`src/rtl/pc_fetch_controller.sv`:
```
// pc_fetch_controller: next-PC select, PC-register disable, redirect flushes, multdiv/halt freeze.
// Optional perf counters built only when PC_FETCH_PERF_EN is defined.
`default_nettype none

module pc_fetch_controller #(
   parameter int                ADDR_W       = 12,
   parameter logic [ADDR_W-1:0] RESET_VEC    = '0,
   parameter int                FLUSH_CYCLES = 2,
   parameter int                MD_TIMEOUT   = 32
) (
   input  logic              clock,
   input  logic              reset,
   input  logic [ADDR_W-1:0] pc_current,
   input  logic              branch_taken,
   input  logic [ADDR_W-1:0] branch_target,
   input  logic              jump,
   input  logic [ADDR_W-1:0] jump_target,
   input  logic              hazard_stall,
   input  logic              md_start,
   input  logic              md_ready,
   input  logic              halt,
   input  logic              resume,
   output logic [ADDR_W-1:0] pc_input,
   output logic              pc_dsble,
   output logic              flush_fd,
   output logic              flush_dx,
   output logic              md_error,
   output logic [1:0]        ctrl_state,
   output logic [15:0]       perf_stall,
   output logic [15:0]       perf_redirect
);

   typedef enum logic [1:0] {
      RUN     = 2'b00,
      FLUSH   = 2'b01,
      MD_WAIT = 2'b10,
      HALT    = 2'b11
   } state_t;

   localparam logic [2:0] FLUSH_LOAD = 3'(FLUSH_CYCLES - 1);
   localparam logic [7:0] MD_LAST    = 8'(MD_TIMEOUT - 1);

   state_t      state_q, state_d;
   logic [2:0]  fcnt_q, fcnt_d;
   logic [7:0]  mdcnt_q, mdcnt_d;
   logic        err_q, err_d;
   logic        first_q;
   logic        flush;
   logic        redir_req;
   logic [ADDR_W-1:0] redir_tgt;
   logic [ADDR_W-1:0] pc_inc;

   assign redir_req = jump | branch_taken;
   assign redir_tgt = jump ? jump_target : branch_target;
   assign pc_inc    = pc_current + ADDR_W'(1);

   always_comb begin
      state_d  = state_q;
      fcnt_d   = fcnt_q;
      mdcnt_d  = mdcnt_q;
      err_d    = err_q;
      pc_input = pc_current;
      pc_dsble = 1'b0;
      flush    = 1'b0;
      // Reset is asynchronous, so the outputs must also follow it combinationally.
      if (!reset) begin
         pc_input = RESET_VEC;
         pc_dsble = 1'b1;
      end else if (first_q) begin
         pc_input = RESET_VEC;
      end else begin
         unique case (state_q)
            RUN: begin
               if (halt) begin
                  pc_dsble = 1'b1;
                  state_d  = HALT;
               end else if (redir_req) begin
                  pc_input = redir_tgt;
                  flush    = 1'b1;
                  fcnt_d   = FLUSH_LOAD;
                  state_d  = (FLUSH_CYCLES > 1) ? FLUSH : RUN;
               end else if (md_start) begin
                  pc_dsble = 1'b1;
                  mdcnt_d  = '0;
                  state_d  = MD_WAIT;
               end else if (hazard_stall) begin
                  pc_dsble = 1'b1;
               end else begin
                  pc_input = pc_inc;
               end
            end
            FLUSH: begin
               flush = 1'b1;
               if (redir_req) begin
                  pc_input = redir_tgt;
                  fcnt_d   = FLUSH_LOAD;
                  state_d  = (FLUSH_CYCLES > 1) ? FLUSH : RUN;
               end else begin
                  pc_input = pc_inc;
                  fcnt_d   = fcnt_q - 3'd1;
                  if (fcnt_d == 3'd0) state_d = RUN;
               end
            end
            MD_WAIT: begin
               pc_dsble = 1'b1;
               if (md_ready) begin
                  state_d = RUN;
               end else if (mdcnt_q == MD_LAST) begin
                  err_d   = 1'b1;
                  state_d = RUN;
               end else begin
                  mdcnt_d = mdcnt_q + 8'd1;
               end
            end
            HALT: begin
               pc_dsble = 1'b1;
               if (resume && !halt) state_d = RUN;
            end
            default: state_d = RUN;
         endcase
      end
   end

   always_ff @(posedge clock or negedge reset) begin
      if (!reset) begin
         state_q <= RUN;
         fcnt_q  <= '0;
         mdcnt_q <= '0;
         err_q   <= 1'b0;
         first_q <= 1'b1;
      end else begin
         state_q <= state_d;
         fcnt_q  <= fcnt_d;
         mdcnt_q <= mdcnt_d;
         err_q   <= err_d;
         first_q <= 1'b0;
      end
   end

   assign flush_fd   = flush;
   assign flush_dx   = flush;
   assign md_error   = err_q;
   assign ctrl_state = state_q;

`ifdef PC_FETCH_PERF_EN
   logic [15:0] pstall_q, predir_q;
   logic        redirect;

   assign redirect = flush && redir_req;

   always_ff @(posedge clock or negedge reset) begin
      if (!reset) begin
         pstall_q <= '0;
         predir_q <= '0;
      end else begin
         if (pc_dsble && (pstall_q != 16'hFFFF)) pstall_q <= pstall_q + 16'd1;
         if (redirect && (predir_q != 16'hFFFF)) predir_q <= predir_q + 16'd1;
      end
   end

   assign perf_stall    = pstall_q;
   assign perf_redirect = predir_q;
`else
   assign perf_stall    = 16'h0000;
   assign perf_redirect = 16'h0000;
`endif

endmodule

`default_nettype wire

```
`config.mk`:
```
export PLATFORM = sky130hd
export DESIGN_NAME = pc_fetch_controller
export DESIGN_NICKNAME = d
export VERILOG_FILES = /design/src/rtl/pc_fetch_controller.sv
export SDC_FILE = /design/constraint.sdc
export NUM_CORES = 1
export LEC_CHECK = 0
export CELL_PAD_IN_SITES_DETAIL_PLACEMENT = 1
export CELL_PAD_IN_SITES_GLOBAL_PLACEMENT = 1
export CORE_MARGIN = 10
export CORE_UTILIZATION = 25
export DETAILED_ROUTE_END_ITERATION = 8
export PLACE_DENSITY = 0.78
export SLEW_MARGIN = 20
export SYNTH_ARGS = -nofsm -noshare
export SYNTH_HDL_FRONTEND = slang
export SYNTH_SLANG_ARGS = --single-unit
```
`constraint.sdc`:
```
create_clock -name clock -period 2 [get_ports clock]
set_clock_uncertainty 0.1 [all_clocks]
set_input_delay 0.4 -clock clock [delete_from_list [all_inputs] [get_ports clock]]
set_output_delay 0.4 -clock clock [all_outputs]
set_load 0.02 [all_outputs]
```
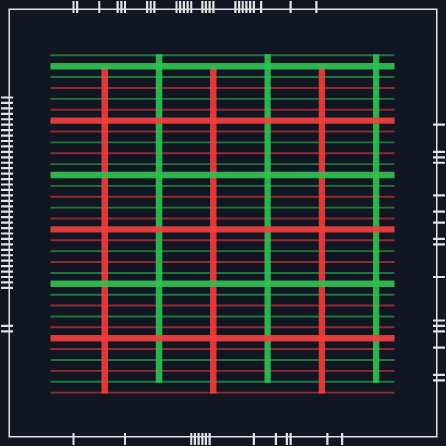
(images/pdn.png)
(4 px per µm) Pins as bars on the die edge.
- green: VDD
- red: VSS
- rows: 31
- signal pins: 95
- met4 straps: 6
- met5 straps: 6
- met1 rails: 32
VDD IR-drop max: 0.2617 mV
Die Ht: 106.5 µm

==> impl_metrics.tcl <==
# yosys + openroad results
set metrics [dict create \
    dp_cells 474 \
    placed_cell_area_um2 3049 \
    fmax_mhz 430.7 \
    drv_slew 0 \
    p_switching_w 0.001231 \
    final_area_um2 3665 \
    regMostFlops "mdcnt_q" \
    preCtsSetupSlack_ps -1061 \
    ys_seq_share_pct 20.12 \
    max_cap_viol_count 0 \
    ctsHoldBuffers 0 \
    violations "negative setup slack" \
    yosysMostFrequentCell "buf_4" \
    slew_headroom_pct 67.17 \
    crit_arrival_ps 1820 \
    met1_length_um 3894 \
    clk_path_buf_depth 2 \
    comb_area_share_pct 46.88 \
    wl_met3_um 614 \
    rows 31 \
    seq_cells 15 \
    path_delay_family "AND-OR/OR-AND gates" \
    place_congestion 0.8449 \
    viasPerCell 4.986 \
    ys_area_um2 1872 \
    drtIter0Drc 92 \
    ys_types 54 \
    setup_viol 21 \
    combPwrFrac_pct 73.8 \
    n_all_buffers 155 \
    area_leaders "dfrtp_1, buf_4, o21ai_0, a21oi_1, nor2_1" \
    wl_met2_um 5275 \
    yosysWarnings 0 \
    finalHoldViolCount 0 \
    tightest_slew_ps 488.8 \
    io-pin-count 95 \
    power_frac_clock_pct 10.2 \
    cts.sinks 15 \
    finalWorstSetupSlack_ps -321.7 \
    synth_flops 15 \
    register_area_um2 379.1 \
    grt_first_pass_wirelength_um 14350 \
    simple_gate_area_share_pct 26.20 \
    chip_area_um2 11350 \
    ant_nets 0 \
    p_int_w 0.001421 \
    mux_share_pct 0.6016 \
    crit_path_start_kind "flip-flop" \
    pg_clk_w 0.000271 \
    port-buffer-count 62 \
    cts_made_buffers 3 \
    fin_nets 458 \
    clk_share_pct 1.332 \
    cp.required_ps 1500 \
    ys_sh_adder_pct 2.674 \
    antenna_found_initial 0 \
    use_met3_pct 4.469 \
    diodes 0 \
    first_pass_iters 4 \
    switching_share_pct 46.42 \
    cts_resized 212 \
    clk_pin_slew_worst_paths_ps 70 \
    nonClkBufAreaFrac_pct 36.84 \
    rrSetupSlack_ps -110 \
    synth.cellmix.xorXnorShare_pct 3.275 \
    largest_reg_flops 8 \
    clock_buffers 3 \
    warnings 30 \
    total_power_w 0.002652 \
    path_buffers 3 \
    reg2regPathDepth 7 \
    drc_errors 0 \
    layout.cells.most_common "buf_4" \
    syn_to_final_growth_pct 95.79 \
    cts_setup_buffers 21 \
    fin_crit_ps 2322 \
    wl_per_cell_um 19.62 \
    end_kind "output port" \
    non_clock_inverter_count 12 \
    drive_gt1_share_pct 52.94 \
    powerComb_w 0.00196 \
    ys_cells 261 \
    grt_use_met2_pct 27.78 \
    grt_pass1_vias 2789 \
    async_flop_share_pct 100.0 \
    cts_tree "done" \
    synthFlopType "dfrtp_1" \
    grt.total_usage_pct 15.25 \
    outcome "finished with violations" \
    overflow 0 \
    netlist.top_cell.by_area "dfrtp_1" \
    dp_hpwl_um 6545 \
]
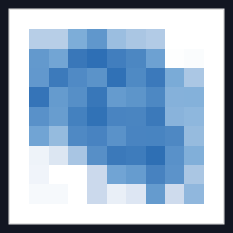
(images/density.png)
(2 px per µm) The die is cut into 11 by 11 equal tiles; white is low, dark blue is high, 0 to 100% covered.
- nearly empty tiles: 38%
- densest ninth of the die: centre
- emptiest ninth of the die: south-west
- fullest tile: 75%
FP Core Util: 25.81%
core area: 7253 µm²
Final Util: 50.53%

Power is estimated from default activity; no workload was simulated.
